File: src/rtl/mul_iter_unit_if.sv
// rtl/mul_iter_unit_if.sv - handshake bundle for the iterative multiplier
interface mul_iter_unit_if #(
    parameter int XLEN = 64
);
    logic              in_valid;
    logic              in_ready;
    logic [1:0]        op;
    logic [XLEN-1:0]   a;
    logic [XLEN-1:0]   b;
    logic              kill;
    logic              out_valid;
    logic              out_ready;
    logic [XLEN-1:0]   result;
    logic [2*XLEN-1:0] result_full;

    modport master (
        output in_valid, op, a, b, kill, out_ready,
        input  in_ready, out_valid, result, result_full
    );

    modport slave (
        input  in_valid, op, a, b, kill, out_ready,
        output in_ready, out_valid, result, result_full
    );
endinterface

File: src/rtl/mul_iter_unit.sv
// rtl/mul_iter_unit.sv - radix-2^RADIX shift-add multiplier for MUL/MULH/MULHSU/MULHU
module mul_iter_unit #(
    parameter int XLEN  = 64,
    parameter int RADIX = 1
) (
    input logic           clk,
    input logic           rst,
    mul_iter_unit_if.slave bus
);
    localparam int N  = XLEN / RADIX;
    localparam int CW = $clog2(N);
    localparam int AW = 2 * XLEN + RADIX;

    localparam logic [1:0] S_IDLE = 2'd0;
    localparam logic [1:0] S_CALC = 2'd1;
    localparam logic [1:0] S_SIGN = 2'd2;
    localparam logic [1:0] S_DONE = 2'd3;

    localparam logic [1:0] OP_MUL    = 2'b00;
    localparam logic [1:0] OP_MULH   = 2'b01;
    localparam logic [1:0] OP_MULHU  = 2'b11;

    logic [1:0]        state_q, state_d;
    logic [1:0]        op_q, op_d;
    logic              neg_q, neg_d;
    logic [XLEN-1:0]   mcand_q, mcand_d;
    logic [XLEN-1:0]   mplier_q, mplier_d;
    logic [AW-1:0]     acc_q, acc_d;
    logic [CW-1:0]     cnt_q, cnt_d;
    logic [2*XLEN-1:0] full_q, full_d;

    logic                  a_neg, b_neg;
    logic [XLEN-1:0]       a_mag, b_mag;
    logic [RADIX-1:0]      digit;
    logic [XLEN+RADIX-1:0] pprod, acc_hi_sum;
    logic                  accept;

    // Unary minus on the raw XLEN bits keeps |-2^(XLEN-1)| as an unsigned 2^(XLEN-1).
    always_comb begin
        a_neg  = (bus.op != OP_MULHU) && bus.a[XLEN-1];
        b_neg  = ((bus.op == OP_MUL) || (bus.op == OP_MULH)) && bus.b[XLEN-1];
        a_mag  = a_neg ? -bus.a : bus.a;
        b_mag  = b_neg ? -bus.b : bus.b;
        accept = bus.in_valid && (state_q == S_IDLE) && !bus.kill;
    end

    // Partial product lands at bit XLEN, then the whole accumulator shifts right by RADIX.
    always_comb begin
        digit      = mplier_q[RADIX-1:0];
        pprod      = {{RADIX{1'b0}}, mcand_q} * {{XLEN{1'b0}}, digit};
        acc_hi_sum = acc_q[AW-1:XLEN] + pprod;
    end

    always_comb begin
        state_d  = state_q;
        op_d     = op_q;
        neg_d    = neg_q;
        mcand_d  = mcand_q;
        mplier_d = mplier_q;
        acc_d    = acc_q;
        cnt_d    = cnt_q;
        full_d   = full_q;
        case (state_q)
            S_IDLE: begin
                if (accept) begin
                    op_d     = bus.op;
                    mcand_d  = a_mag;
                    mplier_d = b_mag;
                    neg_d    = a_neg ^ b_neg;
                    acc_d    = '0;
                    cnt_d    = CW'(N - 1);
                    if ((bus.a == '0) || (bus.b == '0)) begin
                        full_d  = '0;
                        state_d = S_DONE;
                    end else begin
                        state_d = S_CALC;
                    end
                end
            end
            S_CALC: begin
                acc_d    = {acc_hi_sum, acc_q[XLEN-1:0]} >> RADIX;
                mplier_d = mplier_q >> RADIX;
                cnt_d    = cnt_q - CW'(1);
                if (cnt_q == '0) state_d = S_SIGN;
            end
            S_SIGN: begin
                full_d  = neg_q ? -acc_q[2*XLEN-1:0] : acc_q[2*XLEN-1:0];
                state_d = S_DONE;
            end
            S_DONE: begin
                if (bus.out_ready) state_d = S_IDLE;
            end
            default: state_d = S_IDLE;
        endcase
        if (bus.kill) state_d = S_IDLE;
    end

    always_ff @(posedge clk) begin
        if (rst) begin
            state_q  <= S_IDLE;
            op_q     <= OP_MUL;
            neg_q    <= 1'b0;
            mcand_q  <= '0;
            mplier_q <= '0;
            acc_q    <= '0;
            cnt_q    <= '0;
            full_q   <= '0;
        end else begin
            state_q  <= state_d;
            op_q     <= op_d;
            neg_q    <= neg_d;
            mcand_q  <= mcand_d;
            mplier_q <= mplier_d;
            acc_q    <= acc_d;
            cnt_q    <= cnt_d;
            full_q   <= full_d;
        end
    end

    assign bus.in_ready    = (state_q == S_IDLE);
    assign bus.out_valid   = (state_q == S_DONE);
    assign bus.result_full = full_q;
    assign bus.result      = (op_q == OP_MUL) ? full_q[XLEN-1:0] : full_q[2*XLEN-1:XLEN];
endmodule
File: src/flat_wrapper.sv
// flat-port wrapper written by rule: the top's interface ports become plain ports
module mul_iter_unit_flat 
#(
    parameter int XLEN  = 64,
    parameter int RADIX = 1
)
  (clk, rst, bus_in_valid, bus_op, bus_a, bus_b, bus_kill, bus_out_ready, bus_in_ready, bus_out_valid, bus_result, bus_result_full);
  mul_iter_unit_if #(.XLEN(XLEN)) bus_i ();
  input logic clk;
  input logic rst;
  input wire logic [$bits(bus_i.in_valid)-1:0] bus_in_valid;
  input wire logic [$bits(bus_i.op)-1:0] bus_op;
  input wire logic [$bits(bus_i.a)-1:0] bus_a;
  input wire logic [$bits(bus_i.b)-1:0] bus_b;
  input wire logic [$bits(bus_i.kill)-1:0] bus_kill;
  input wire logic [$bits(bus_i.out_ready)-1:0] bus_out_ready;
  output wire logic [$bits(bus_i.in_ready)-1:0] bus_in_ready;
  output wire logic [$bits(bus_i.out_valid)-1:0] bus_out_valid;
  output wire logic [$bits(bus_i.result)-1:0] bus_result;
  output wire logic [$bits(bus_i.result_full)-1:0] bus_result_full;
  assign bus_i.in_valid = bus_in_valid;
  assign bus_i.op = bus_op;
  assign bus_i.a = bus_a;
  assign bus_i.b = bus_b;
  assign bus_i.kill = bus_kill;
  assign bus_i.out_ready = bus_out_ready;
  assign bus_in_ready = bus_i.in_ready;
  assign bus_out_valid = bus_i.out_valid;
  assign bus_result = bus_i.result;
  assign bus_result_full = bus_i.result_full;
  mul_iter_unit #(.XLEN(XLEN), .RADIX(RADIX)) u_core (.clk(clk), .rst(rst), .bus(bus_i));
endmodule
File: config.mk
export PLATFORM = sky130hd
export DESIGN_NAME = mul_iter_unit_flat
export DESIGN_NICKNAME = d
export VERILOG_FILES = /design/src/rtl/mul_iter_unit_if.sv /design/src/rtl/mul_iter_unit.sv /design/src/flat_wrapper.sv
export SDC_FILE = /design/constraint.sdc
export NUM_CORES = 1
export LEC_CHECK = 0
export CAP_MARGIN = 20
export CORE_MARGIN = 2
export CORE_UTILIZATION = 50
export CTS_CLUSTER_SIZE = 20
export DETAILED_ROUTE_END_ITERATION = 6
export PLACE_DENSITY_LB_ADDON = 0.12
export SETUP_SLACK_MARGIN = 0.02
export SYNTH_ARGS = -nofsm -noshare
export SYNTH_HDL_FRONTEND = slang
export SYNTH_SLANG_ARGS = --single-unit
File: constraint.sdc
create_clock -name clk -period 6.8 [get_ports clk]
set_input_delay 2.04 -clock clk [delete_from_list [all_inputs] [get_ports clk]]
set_output_delay 2.04 -clock clk [all_outputs]
set_load 0.03 [all_outputs]
zoom.png
Bar = 10 um. Region (97, 97) to (127, 127) um. Cells in gray, sequential cells in the stronger gray; small squares are vias.
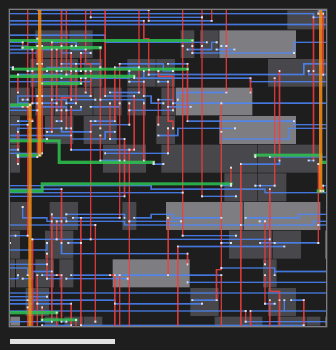
[blue] met1
[orange] met4
[red] met2
[green] met3
sequential cells in the window: 6
netlist names of flops here include: u_core.acc_q (6)
most frequent: nor2_1 (6), dfxtp_1 (6)
cells with their middle in the window: 48

met1.png
Supply wires on this layer in gray.
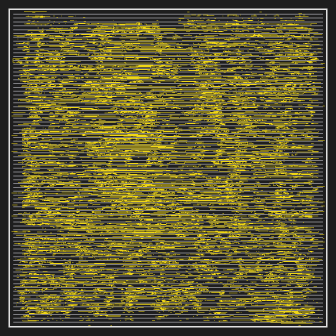
wire length on this layer: 34.6 mm
share of all routed wire: 45%
main direction: horizontal
longest straight run: 89.7 um
nets with wire on the layer: 3276

==> results_dict.tcl <==
# collected from the flow reports
set metrics [dict create \
    outcome "finished clean" \
    grt_util_met3_pct 3.61 \
    rsz0062_at_grt "no" \
    maxSlewHeadroom_pct 28.4 \
    log.warning_count 36 \
    crit_arrival_ps 6760 \
    skew_ps 29.1 \
    track_usage_pct 29.7 \
    layout.area.comb_mm2 0.0153 \
    timing.rr.end "u_core.acc_q[126]" \
    htree_num_levels 2 \
    ir_worst_vdd_mv 0.156 \
    finalNetCount 3548 \
    clk_pin_slew_ps 60 \
    ys_top_cells_by_area "dfxtp_1, nand2_1, xor2_1" \
    min_period_ps 6250 \
    path_max_fanout 120 \
    detail-route-antenna-nets 0 \
    syn-num-nets 3344 \
    place_ws_ps 32.9 \
    top_cell "nand2_1" \
    top_cells_by_count "nand2_1, dfxtp_1, o21ai_0" \
    required_ps 7310 \
    rows 80 \
    initial_core_util_pct 50.5 \
    synth_cell_types 77 \
    fin_tns_setup_ps 0 \
    numCtsBuffers 46 \
    wl_um 76200 \
    finalClockPeriodUsage_pct 91.9 \
    io_pins 329 \
    utilization_pct 61.4 \
    use_met1_pct 41.0 \
    max_stage_delay_ps 610 \
    grt_use_met2_pct 48.0 \
    worst_pin_slew_ps 1070 \
    r2r_setup_slack_ps 2160 \
    cpMaxStageDelayCell "nor3_1" \
    lay_top_cells "nand2_1, dfxtp_1, clkdlybuf4s50_1, o21ai_0, nor2_1" \
    grt_pass1_vias 22100 \
    hold_depth 2 \
    drtIter0Drc 1916 \
    place_hpwl_um 56600 \
    async_flop_share_pct 0 \
    startpoint_type "input port" \
    syn2layout_area_growth_pct 21.6 \
    totalPowerFinal_mw 5.57 \
    grt_first_pass_wirelength_um 120000 \
    hold_end "u_core.mcand_q[49]" \
    setup_slack_ps 552 \
    fmax_mhz 160 \
    place.gp.congestion 0.944 \
    dr.pass1.iters 6 \
    ctsResizeCount 0 \
    setup_viol 0 \
    postCtsHoldBufs 0 \
    critPathTopFamily "simple AND/OR/NAND/NOR gates" \
    top_usage_layer "met2" \
    tritoncts "done" \
    hold_viol 0 \
    core_mm2 0.0476 \
    drcViolationCount 0 \
    antenna_found_initial 1 \
    leakagePower_nw 11.0 \
    path_buffers 3 \
    synth.avg_cell_area_um2 7.67 \
    layout_top_cell "nand2_1" \
    nFillCells 4337 \
    numSynthFlops 395 \
    dieArea_mm2 0.0499 \
    ff_latch_area_mm2 0.00791 \
    diodes 0 \
    num_vias 23600 \
    ys_warn_count 0 \
    flop_cell "dfxtp_1" \
    die_w_um 223 \
    grt_overflow 0 \
    netlist_area_mm2 0.0241 \
    min_path_type "reg2reg" \
    io_buffers 328 \
    vias_per_cell 5.92 \
    finalMaxSlewViolations 0 \
    die-height_um 223 \
    hold_start "u_core.mcand_q[49]" \
]
final_clocks.png
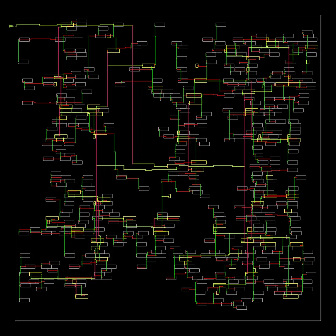
clk_buf instances: 59
clk_lat worst skew: 600 ps
clock sinks: 395
Seq cells: 395
clk pwr: 2.57 mW

metal_stack.png
Two of the layers only.
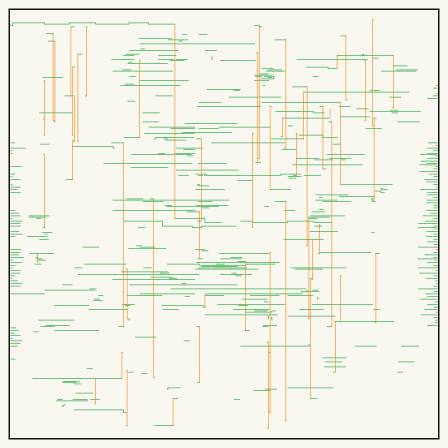
[green] met3 | wire length: 4510 um
[orange] met4 | wire length: 2200 um

-- logic make-up (layout without fill, tap and decap cells) --
logic type      count (synthesis)  in the layout  share of synthesized area, %
compound gates                888            888                          23.1
fa+ha+maj                      74             74                          3.88
buf+inv                       246            486                          3.89
simple gates                 1170           1170                          22.4
flops                         395            395                          32.9
xor+xnor                      292            292                          10.6
mux                            70             70                          3.25
-- worst max path at each step --
stage	startpoint	endpoint	slack, ps	cells past startpoint
2_1_floorplan	bus_a[20]	u_core.bus.result_full[67]	1550	12
3_3_place_gp	bus_a[20]	u_core.bus.result_full[15]	150	12
3_5_place_dp	bus_a[20]	u_core.bus.result_full[125]	30	12
4_1_cts	bus_a[20]	u_core.bus.result_full[49]	650	12
5_1_grt	bus_a[18]	u_core.bus.result_full[25]	360	12
6_report	bus_a[18]	u_core.bus.result_full[49]	550	12
-- where the power goes --
group	internal (mW)	switching, mW
combinational	0.230	0.351
sequential	2.37	0.0390
clock	1.55	1.03
total	4.15	1.42
-- metal layers --
layer	share of wire, %	wire, um
met2	46	34900
met3	5.9	4510
met5	0.017	13
met1	45	34600
met4	2.9	2200
-- stage by stage --
step / hold WS [ps] / cells / instance area (um2)
after CTS: 448 / 3990 / 29200
final: 445 / 3990 / 29200
after floorplan: 427 / 3135 / 24100
after global placement: 437 / 3906 / 27700
after global routing: 463 / 3990 / 29200
after detailed placement: 442 / 3906 / 27700
-- final cells by class --
type | count | area share, %
repair buffers | 355 | 12.1
clock inverters | 25 | 1.11
flip-flops and latches | 395 | 27.1
clock buffers | 59 | 4.31
well taps | 615 | 2.63
inverters | 47 | 0.603
multi-input cells | 2494 | 52.2
-- worst min-delay path, stage by stage (launching register included) --
cell	delay (ps)
dfxtp_1	300
nand2_1	50
a21oi_1	50
No activity file was given, so power comes from the tool's default toggle rates.
